$ cat src/rtl/ctrl_pipe.sv
// ctrl_pipe: carries decoded control bundles through ID/EX, EX/MEM and MEM/WB
// and produces the pipeline hazard controls (load-use stall, branch flush,
// EX-stage forwarding selects). All stage registers clear asynchronously.
module ctrl_pipe #(
    parameter int REG_W = 5
) (
    input  logic             clk,
    input  logic             rst_n,
    input  logic             id_valid,
    input  logic [1:0]       id_wb,
    input  logic [4:0]       id_m,
    input  logic [4:0]       id_ex,
    input  logic [REG_W-1:0] id_rs,
    input  logic [REG_W-1:0] id_rt,
    input  logic [REG_W-1:0] id_rd,
    input  logic             mem_zero,
    output logic [4:0]       ex_ex,
    output logic [REG_W-1:0] ex_rs,
    output logic [REG_W-1:0] ex_rt,
    output logic [4:0]       mem_m,
    output logic [1:0]       wb_wb,
    output logic [REG_W-1:0] wb_dst,
    output logic             stall,
    output logic             pc_src,
    output logic [1:0]       fwd_a,
    output logic [1:0]       fwd_b
);

    // ------------------------------------------------------------------
    // Stage registers. The WB stage keeps only what is still observed
    // (valid, wb, dst); its m bundle has no consumer past MEM.
    // ------------------------------------------------------------------
    logic             ex_valid_reg,  ex_valid_next;
    logic [1:0]       ex_wb_reg,     ex_wb_next;
    logic [4:0]       ex_m_reg,      ex_m_next;
    logic [4:0]       ex_ex_reg,     ex_ex_next;
    logic [REG_W-1:0] ex_dst_reg,    ex_dst_next;
    logic [REG_W-1:0] ex_rs_reg,     ex_rs_next;
    logic [REG_W-1:0] ex_rt_reg,     ex_rt_next;

    logic             mem_valid_reg, mem_valid_next;
    logic [1:0]       mem_wb_reg,    mem_wb_next;
    logic [4:0]       mem_m_reg,     mem_m_next;
    logic [REG_W-1:0] mem_dst_reg,   mem_dst_next;

    logic             wb_valid_reg,  wb_valid_next;
    logic [1:0]       wb_wb_reg,     wb_wb_next;
    logic [REG_W-1:0] wb_dst_reg,    wb_dst_next;

    // Destination of the decode-stage instruction. Zeroed for non-writing or
    // empty slots so a don't-care RegDst can never alias a real register.
    logic [REG_W-1:0] id_dst;
    logic             load_use;
    logic             branch_taken;
    logic             kill_ex;

    assign id_dst = (id_valid & id_wb[1]) ? (id_ex[4] ? id_rd : id_rt) : '0;

    // A load in EX whose destination is read by the instruction in ID must
    // wait one cycle; the value is then picked up from MEM/WB by forwarding.
    assign load_use = ex_valid_reg & ex_m_reg[1] & (ex_dst_reg != '0) & id_valid &
                      ((ex_dst_reg == id_rs) | (ex_dst_reg == id_rt));

    // Branch resolves in MEM using the zero flag that travels with it.
    assign branch_taken = mem_valid_reg & mem_m_reg[2] & mem_zero;

    // A flush empties EX regardless of a simultaneous stall.
    assign kill_ex = branch_taken | load_use;

    assign stall  = load_use;
    assign pc_src = branch_taken;

    // ------------------------------------------------------------------
    // Forwarding: one identical selector per ALU operand. The MEM stage
    // holds the younger result, so it is checked first.
    // ------------------------------------------------------------------
    logic [1:0][REG_W-1:0] fwd_src;
    logic [1:0][1:0]       fwd_sel;

    assign fwd_src[0] = ex_rs_reg;
    assign fwd_src[1] = ex_rt_reg;

    generate
        for (genvar gi = 0; gi < 2; gi++) begin : g_fwd
            logic mem_hit;
            logic wb_hit;

            assign mem_hit = mem_valid_reg & mem_wb_reg[1] & (mem_dst_reg != '0) &
                             (mem_dst_reg == fwd_src[gi]);
            assign wb_hit  = wb_valid_reg & wb_wb_reg[1] & (wb_dst_reg != '0) &
                             (wb_dst_reg == fwd_src[gi]);
            assign fwd_sel[gi] = mem_hit ? 2'b10 : (wb_hit ? 2'b01 : 2'b00);
        end
    endgenerate

    assign fwd_a = fwd_sel[0];
    assign fwd_b = fwd_sel[1];

    // Next-state for every stage: shift forward, inserting bubbles on kill.
    always_comb begin
        // ID -> EX, replaced by a bubble on flush or stall
        ex_valid_next  = id_valid;
        ex_wb_next     = id_wb;
        ex_m_next      = id_m;
        ex_ex_next     = id_ex;
        ex_dst_next    = id_dst;
        ex_rs_next     = id_rs;
        ex_rt_next     = id_rt;
        if (kill_ex) begin
            ex_valid_next = 1'b0;
            ex_wb_next    = '0;
            ex_m_next     = '0;
            ex_ex_next    = '0;
            ex_dst_next   = '0;
            ex_rs_next    = '0;
            ex_rt_next    = '0;
        end

        // EX -> MEM, replaced by a bubble on flush
        mem_valid_next = ex_valid_reg;
        mem_wb_next    = ex_wb_reg;
        mem_m_next     = ex_m_reg;
        mem_dst_next   = ex_dst_reg;
        if (branch_taken) begin
            mem_valid_next = 1'b0;
            mem_wb_next    = '0;
            mem_m_next     = '0;
            mem_dst_next   = '0;
        end

        // MEM -> WB, unconditional (the branch itself retires)
        wb_valid_next  = mem_valid_reg;
        wb_wb_next     = mem_wb_reg;
        wb_dst_next    = mem_dst_reg;
    end

    // Stage register update; reset empties the whole pipe immediately.
    always_ff @(posedge clk or negedge rst_n) begin
        if (!rst_n) begin
            ex_valid_reg  <= 1'b0;
            ex_wb_reg     <= '0;
            ex_m_reg      <= '0;
            ex_ex_reg     <= '0;
            ex_dst_reg    <= '0;
            ex_rs_reg     <= '0;
            ex_rt_reg     <= '0;
            mem_valid_reg <= 1'b0;
            mem_wb_reg    <= '0;
            mem_m_reg     <= '0;
            mem_dst_reg   <= '0;
            wb_valid_reg  <= 1'b0;
            wb_wb_reg     <= '0;
            wb_dst_reg    <= '0;
        end else begin
            ex_valid_reg  <= ex_valid_next;
            ex_wb_reg     <= ex_wb_next;
            ex_m_reg      <= ex_m_next;
            ex_ex_reg     <= ex_ex_next;
            ex_dst_reg    <= ex_dst_next;
            ex_rs_reg     <= ex_rs_next;
            ex_rt_reg     <= ex_rt_next;
            mem_valid_reg <= mem_valid_next;
            mem_wb_reg    <= mem_wb_next;
            mem_m_reg     <= mem_m_next;
            mem_dst_reg   <= mem_dst_next;
            wb_valid_reg  <= wb_valid_next;
            wb_wb_reg     <= wb_wb_next;
            wb_dst_reg    <= wb_dst_next;
        end
    end

    assign ex_ex  = ex_ex_reg;
    assign ex_rs  = ex_rs_reg;
    assign ex_rt  = ex_rt_reg;
    assign mem_m  = mem_m_reg;
    assign wb_wb  = wb_wb_reg;
    assign wb_dst = wb_dst_reg;

endmodule

$ cat config.mk
export PLATFORM = sky130hd
export DESIGN_NAME = ctrl_pipe
export DESIGN_NICKNAME = d
export VERILOG_FILES = /design/src/rtl/ctrl_pipe.sv
export SDC_FILE = /design/constraint.sdc
export NUM_CORES = 1
export LEC_CHECK = 0
export ABC_AREA = 1
export CAP_MARGIN = 5
export CORE_MARGIN = 3
export CORE_UTILIZATION = 42
export DETAILED_ROUTE_END_ITERATION = 8
export GPL_TIMING_DRIVEN = 0
export PLACE_DENSITY = 0.76
export SLEW_MARGIN = 10
export SYNTH_ARGS = -nofsm -noshare
export SYNTH_HDL_FRONTEND = slang
export SYNTH_SLANG_ARGS = --single-unit
$ cat constraint.sdc
create_clock -name clk -period 1.44 [get_ports clk]
set_clock_uncertainty 0.2 [all_clocks]
set_input_delay 0.432 -clock clk [delete_from_list [all_inputs] [get_ports clk]]
set_output_delay 0.432 -clock clk [all_outputs]
set_load 0.02 [all_outputs]
cell_density.png
Scale: 4 px per um. The die is cut into 8 by 8 equal tiles; dark blue is low, red is high, 0 to 100% covered.
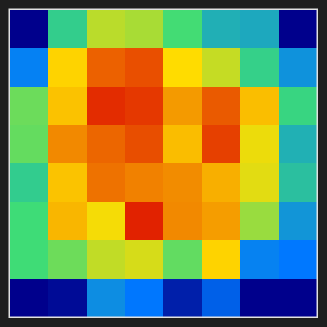
- fullest tile: 96%
- emptiest ninth of the die: bottom right
- densest ninth of the die: middle
- nearly empty tiles: 7.8%
- mean over tiles: 57%
area of the placeable core: 4790 sq um
core utilization at floorplan: 43.8%

placement.png
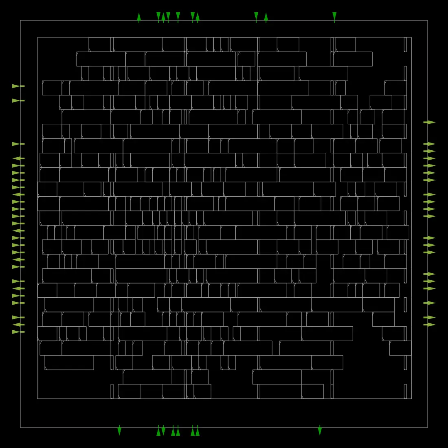
core occupancy in the finished layout: 72.2%
fraction of standard cell area that is sequential: 36.0%

==> highlights.md <==
Run status
• **status** complete, but fails checks
• **failing checks** setup timing

Setup path
• **worst-path maximum fanout** 4
• **CP endpoint** fwd_b[0]
• **type of the setup path with the least slack** reg -> out
• **register-to-register setup slack** -330 ps
• **reg-to-reg critical path startpoint** ex_dst_reg[3]
• **beginning of the critical path** mem_dst_reg[3]
• **arrival time at the worst endpoint** 1570 ps

Place
• **DP Cell Count** 362
• **dpl ws** -1330 ps
• **instance area after placement** 2890 sq um
• **count of input and output buffers** 63
• **final estimated routing congestion in global placement** 0.832

Final layout
• **Comb area share** 24.8%
• **clock buffer count in the final layout** 6
• **area taken by flip-flops and latches** 1250 sq um
• **Gate Area** 858 sq um
• **Antenna Diode Count** 0
• **number of nets at the end of the flow** 357
• **sequential cells** 49
• **Top class by area** sequential cells
• **layout overhead on the synthesized area** 65.0%
• **multi-input gate count** 131
• **share of cells above drive strength 1** 42.5%
• **final standard cell count with taps included and fillers excluded** 394

Synthesis
• **most area-consuming cells after synthesis** sky130_fd_sc_hd__dfrtp_1, sky130_fd_sc_hd__inv_1, sky130_fd_sc_hd__nand2_1
• **Top-area cell share** 58.5%
• **post-synthesis cell type with the largest instance count** sky130_fd_sc_hd__dfrtp_1
• **Syn Inst Count** 231
• **arithmetic-cell share of the synthesized area counting full adders, half adders and majority gates** 0%
• **Cell variety after synth** 17
• **Post-Syn Area** 2100 sq um
• **Syn Nets** 262
• **Synth area leader** sky130_fd_sc_hd__dfrtp_1
• **number of flip-flops and latches in the synthesized netlist** 49
• **multiplexer share of the synthesized area** 0%
• **yosys cell count** 231
• **portion of the post-synthesis area used by sequential elements** 58.5%
• **number of synthesized flops with an enable pin** 0
• **simple-gate area share of the yosys netlist** 19.7%
• **largest non-sequential cell family by area** simple AND/OR/NAND/NOR gates

Drt
• **count of vias placed by the detailed router** 1,775
• **uppermost layer routed** met4
• **Iter 0 DRT Violations** 74
• **M1 wire length** 1940 um
• **Via-to-Cell Ratio** 4.51
• **Routed Wire Length** 5130 um
• **remaining antenna violation count after routing** 0
• **DRC Markers** 0
• **metal3 WL** 363 um
• **DRT Pass-1 Iters** 4
• **met2 wire len** 2730 um

Global routing
• **busiest grt layer** met2
• **met3 track utilization from global routing** 5.91%
• **number of global-route vias before repair** 1,870
• **total gr overflow** 0
• **maximum number of pins on one net before global-route repair** 37
• **global routing met2 resource utilization** 31.9%

CTS
• **number of buffers inserted to repair setup after CTS** 20
• **post_cts resized** 239
• **largest buffer count on any clock path** 2
• **Latency at later pin** 300 ps
• **Root Buffer Master** sky130_fd_sc_hd__clkbuf_8
• **hold bufs inserted after CTS** 1
• **number of CTS-inserted buffers** 5
• **clock input transition at the sequential cells of the worst setup and hold paths** 90 ps
• **H-tree Lvls** 2

Power
• **internal power of the cells** 2.18 mW
• **clock network power** 0.793 mW
• **group drawing the most power** registers
• **total combinational power** 0.691 mW
• **power density over the cells** 879 nW/um^2
• **power after layout** 3.04 mW
• **power share of the sequential group** 51.2%
• **fraction of power consumed by combinational cells** 22.7%
• **reported net switching power** 0.861 mW

Final timing
• **relative max-transition margin** 72.7%
• **Final Worst Setup Slack** -763 ps
• **Setup violations, final** 61
• **worst hold margin** 159 ps
• **achievable frequency** 454 MHz
• **final number of max-transition violations** 0
• **number of endpoints with negative hold slack in the final report** 0
• **pin slew with the least headroom to its limit** 410 ps

Run
• **number of logged tool warnings** 29
• **number of max-capacitance violations reported** 0

Floorplanning
• **die outline area** 5870 sq um

Hold path
• **worst min path class** reg -> reg
• **Worst Hold Launch** mem_wb_reg[0]

io_fan.png
Scale: 4 px per um.
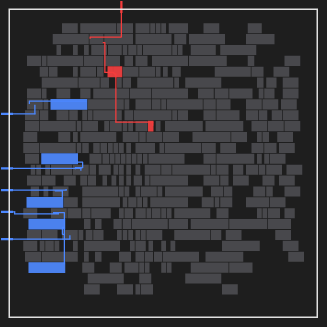
- ex_ex: blue (bits 5; direction output; end cells 5; buffers 5; wire 109 um)
- id_valid: red (bits 1; direction input; end cells 3; buffers 1; wire 47.8 um)

sizes.png
Scale: 4 px per um.
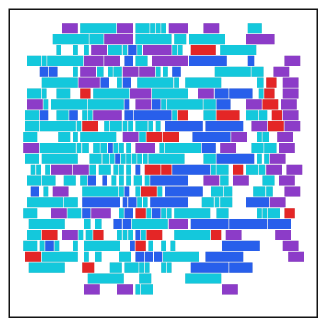
- _0 and _1 cells: cyan (cells 188; share 57%)
- _3 and _4 cells: red (cells 25; share 7.6%)
- _6 and larger: purple (cells 58; share 18%)
- _2 cells: blue (cells 56; share 17%)

==> worst max-delay path: stages (launching register included) <==
cell and delay, ps:
sky130_fd_sc_hd__dfrtp_2 460, sky130_fd_sc_hd__xnor2_2 180, sky130_fd_sc_hd__nand4_1 170, sky130_fd_sc_hd__nor3_4 180
sky130_fd_sc_hd__buf_6 130, sky130_fd_sc_hd__nor2_4 30, sky130_fd_sc_hd__buf_6 120
==> cell usage in the layout, fill, tap and decap left out, drive strengths merged <==
cell            n
buf            62
dfrtp          49
inv            44
nand2          42
nor2           41
clkdlybuf4s50  18
xnor2          14
dlygate4sd2    11
xor2            8
clkbuf          8
nand3           6
nand4           5
a21oi           5
o21ai           5
nor3            5
clkinvlp        2
clkinv          1
dlygate4sd3     1
Power figures rest on the tool's default switching activity, not on a simulated workload.
